==> images/m1.png <==
Drawn at 3 px/µm. Supply wires on this layer in gray.
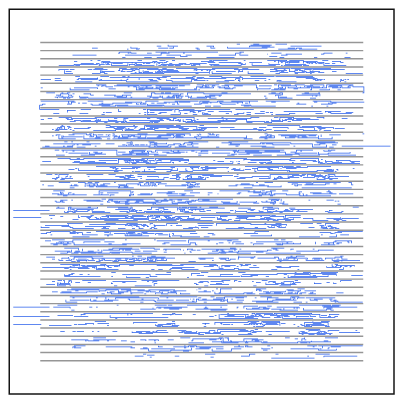
==> images/m2.png <==
Drawn at 2 px/µm. Cells faint in the background.
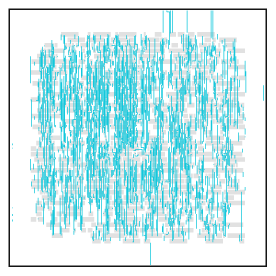
==> images/m3.png <==
Drawn at 3 px/µm.
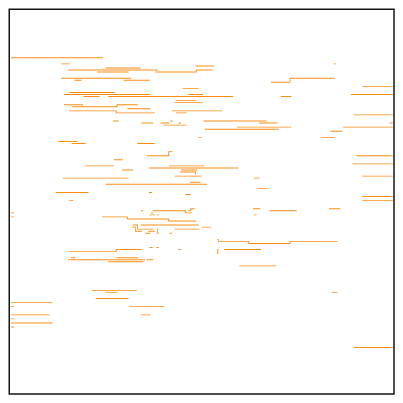
==> images/m4.png <==
Drawn at 3 px/µm. Supply wires on this layer in gray.
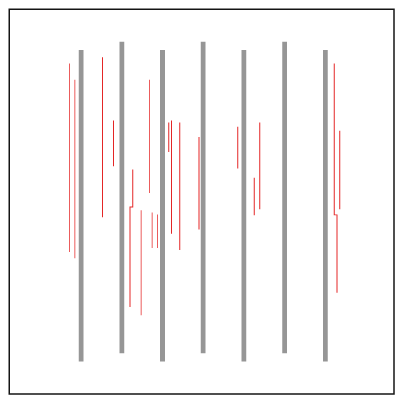
$ cat src/rtl/distance_avg_pkg.sv
// Shared constants for the ultrasonic sensor path: window defaults, clamp ceiling,
// stale timeout and the averaging FSM state encoding.
package distance_avg_pkg;

    localparam int unsigned DEFAULT_DEPTH        = 8;
    localparam int unsigned DEFAULT_MAX_RANGE    = 200;
    localparam int unsigned DEFAULT_STALE_CYCLES = 50000000;

    typedef enum logic [1:0] {
        ST_EMPTY   = 2'd0,
        ST_FILLING = 2'd1,
        ST_FULL    = 2'd2
    } avg_state_e;

    function automatic logic [7:0] clamp_sample(input logic [7:0] raw, input logic [7:0] ceiling);
        return (raw > ceiling) ? ceiling : raw;
    endfunction

endpackage

$ cat src/rtl/distance_avg_sample_ring.sv
// DEPTH x 8 sample store; the entry at wr_ptr is both the oldest sample (read)
// and the slot the next sample overwrites.
module sample_ring
    import distance_avg_pkg::*;
#(
    parameter int unsigned DEPTH = DEFAULT_DEPTH,
    localparam int unsigned PTR_W = $clog2(DEPTH)
) (
    input  logic             clock,
    input  logic             resetn,
    input  logic             clear,
    input  logic             wr_en,
    input  logic [PTR_W-1:0] wr_ptr,
    input  logic [7:0]       wr_data,
    output logic [7:0]       rd_data
);

    logic [7:0] mem_q [DEPTH];
    logic [7:0] mem_d [DEPTH];

    always_comb begin
        mem_d = mem_q;
        if (clear) begin
            for (int i = 0; i < int'(DEPTH); i++) mem_d[i] = '0;
        end else if (wr_en) begin
            mem_d[wr_ptr] = wr_data;
        end
    end

    always_ff @(posedge clock or negedge resetn) begin
        if (!resetn) begin
            for (int i = 0; i < int'(DEPTH); i++) mem_q[i] <= '0;
        end else begin
            mem_q <= mem_d;
        end
    end

    assign rd_data = mem_q[wr_ptr];

endmodule

$ cat src/rtl/distance_avg.sv
// Moving-average filter for distance samples: clamps, windows over DEPTH samples
// and flags a stalled sensor.
//
// state      | meaning
// ST_EMPTY   | no samples held, avg_out tracks the raw clamped sample
// ST_FILLING | 1..DEPTH-1 samples held, avg_out tracks the latest clamped sample
// ST_FULL    | window full, avg_out is the window sum / DEPTH
module distance_avg
    import distance_avg_pkg::*;
#(
    parameter int unsigned DEPTH        = DEFAULT_DEPTH,
    parameter int unsigned MAX_RANGE    = DEFAULT_MAX_RANGE,
    parameter int unsigned STALE_CYCLES = DEFAULT_STALE_CYCLES
) (
    input  logic       clock,
    input  logic       resetn,
    input  logic [7:0] sample_in,
    input  logic       sample_valid,
    input  logic       clear,
    output logic [7:0] avg_out,
    output logic       avg_valid,
    output logic [4:0] fill_count,
    output logic       full,
    output logic       stale
);

    localparam int unsigned PTR_W = $clog2(DEPTH);
    localparam int unsigned SUM_W = PTR_W + 8;
    localparam int unsigned CNT_W = $clog2(STALE_CYCLES + 1);

    avg_state_e       state_q, state_d;
    logic [4:0]       fill_q, fill_d;
    logic [PTR_W-1:0] wr_ptr_q, wr_ptr_d;
    logic [SUM_W-1:0] sum_q, sum_d;
    logic [7:0]       avg_q, avg_d;
    logic             avg_valid_q, avg_valid_d;
    logic [CNT_W-1:0] stale_cnt_q, stale_cnt_d;
    logic [7:0]       oldest;
    logic [7:0]       s_clamped;

    assign s_clamped = clamp_sample(sample_in, 8'(MAX_RANGE));

    sample_ring #(.DEPTH(DEPTH)) u_ring (
        .clock   (clock),
        .resetn  (resetn),
        .clear   (clear),
        .wr_en   (sample_valid),
        .wr_ptr  (wr_ptr_q),
        .wr_data (s_clamped),
        .rd_data (oldest)
    );

    always_ff @(posedge clock or negedge resetn) begin
        if (!resetn) begin
            state_q     <= ST_EMPTY;
            fill_q      <= '0;
            wr_ptr_q    <= '0;
            sum_q       <= '0;
            avg_q       <= '0;
            avg_valid_q <= 1'b0;
            stale_cnt_q <= '0;
        end else begin
            state_q     <= state_d;
            fill_q      <= fill_d;
            wr_ptr_q    <= wr_ptr_d;
            sum_q       <= sum_d;
            avg_q       <= avg_d;
            avg_valid_q <= avg_valid_d;
            stale_cnt_q <= stale_cnt_d;
        end
    end

    // clear has priority: a coincident sample is dropped and avg_out is left alone
    always_comb begin
        state_d     = state_q;
        fill_d      = fill_q;
        wr_ptr_d    = wr_ptr_q;
        sum_d       = sum_q;
        avg_d       = avg_q;
        avg_valid_d = 1'b0;
        if (clear) begin
            state_d  = ST_EMPTY;
            fill_d   = '0;
            wr_ptr_d = '0;
            sum_d    = '0;
        end else if (sample_valid) begin
            sum_d       = sum_q - SUM_W'(oldest) + SUM_W'(s_clamped);
            wr_ptr_d    = (wr_ptr_q == PTR_W'(DEPTH - 1)) ? '0 : wr_ptr_q + PTR_W'(1);
            avg_valid_d = 1'b1;
            case (state_q)
                ST_EMPTY: begin
                    state_d = ST_FILLING;
                    fill_d  = 5'd1;
                end
                ST_FILLING: begin
                    fill_d = fill_q + 5'd1;
                    if (fill_q == 5'(DEPTH - 1)) state_d = ST_FULL;
                end
                ST_FULL: ;
                default: begin
                    state_d = ST_EMPTY;
                    fill_d  = '0;
                end
            endcase
            avg_d = (state_d == ST_FULL) ? 8'(sum_d >> PTR_W) : s_clamped;
        end
    end

    // saturating idle counter; clear does not touch it
    always_comb begin
        stale_cnt_d = stale_cnt_q;
        if (sample_valid) begin
            stale_cnt_d = '0;
        end else if (stale_cnt_q != CNT_W'(STALE_CYCLES)) begin
            stale_cnt_d = stale_cnt_q + CNT_W'(1);
        end
    end

    assign avg_out    = avg_q;
    assign avg_valid  = avg_valid_q;
    assign fill_count = fill_q;
    assign full       = (fill_q == 5'(DEPTH));
    assign stale      = (stale_cnt_q == CNT_W'(STALE_CYCLES));

endmodule

$ cat config.mk
export PLATFORM = sky130hd
export DESIGN_NAME = distance_avg
export DESIGN_NICKNAME = d
export VERILOG_FILES = /design/src/rtl/distance_avg_pkg.sv /design/src/rtl/distance_avg_sample_ring.sv /design/src/rtl/distance_avg.sv
export SDC_FILE = /design/constraint.sdc
export NUM_CORES = 1
export LEC_CHECK = 0
export CAP_MARGIN = 20
export CORE_MARGIN = 10
export CORE_UTILIZATION = 57
export CTS_BUF_LIST = sky130_fd_sc_hd__clkbuf_8
export DETAILED_ROUTE_END_ITERATION = 10
export PLACE_DENSITY_LB_ADDON = 0.05
export SYNTH_ARGS = -nofsm -noshare
export SYNTH_HDL_FRONTEND = slang
export SYNTH_SLANG_ARGS = --single-unit
$ cat constraint.sdc
create_clock -name clock -period 3.24 [get_ports clock]
set_input_delay 0.81 -clock clock [delete_from_list [all_inputs] [get_ports clock]]
set_output_delay 0.81 -clock clock [all_outputs]
set_load 0.01 [all_outputs]
==> flow_metrics.tcl <==
# collected from the flow reports
set metrics [dict create \
    status "finished with violations" \
    failed_checks "setup timing" \
    hold_ws_ns 0.3801 \
    ys_seq_frac 0.4534 \
    reg2reg_depth 15 \
    drc 0 \
    top_cells_by_count "nand2_1, dfrtp_1, a21oi_1" \
    cap_viol_max_count 0 \
    drt_iter0_markers 584 \
    total_power_mw 4.918 \
    cts_sinks 120 \
    fin_ws_ns -0.1454 \
    slowest_delay_ns 0.58 \
    arrival_ns 3.76 \
    pin_count 28 \
    largest_reg_flops 64 \
    clockRootBuffer "clkbuf_8" \
    fmax_ghz 0.2954 \
    grt_pass1_vias 5713 \
    grt-busiest-layer "met2" \
    route.met3.wl_um 1100 \
    grt-ovfl-total 0 \
    fp.dieW_um 127.8 \
    final-setup-viol-count 10 \
    postCtsHoldBufs 0 \
    use_met3 0.06328 \
    largest_class "multi-input combinational cells" \
    path_clk_slew_ns 0.07 \
    p_clk_mw 1.18 \
    regArea_um2 3009 \
    rr_endpoint "avg_out[3]" \
    p_seq_mw 1.68 \
    bufAreaShareNonClock 0.1096 \
    syn-num-nets 784 \
    simple_gate_area_frac 0.2135 \
    ys_area_um2 6623 \
    cts_buffers 17 \
    placed_cell_area_um2 7376 \
    place_congestion 0.9874 \
    area_leaders "dfrtp_1, nand2_1, a21oi_1" \
    n_fill_cell 837 \
]
Notes on m1.png above:
main direction = horizontal
longest straight run = 34.5 µm
nets with wire on the layer = 809
wire length on this layer = 7560 µm
Post-Route WL: 18070 µm
met1 Track Usage GR: 0.2753
DR vias: 5816

Notes on m2.png above:
main direction = vertical
share of all routed wire = 49%
wire length on this layer = 8790 µm
met2 usage: 0.3563

Notes on m3.png above:
share of all routed wire = 6.1%
longest straight run = 41.4 µm
nets with wire on the layer = 81

Notes on m4.png above:
share of all routed wire = 3.4%
main direction = vertical
longest straight run = 62.6 µm
nets with wire on the layer = 15

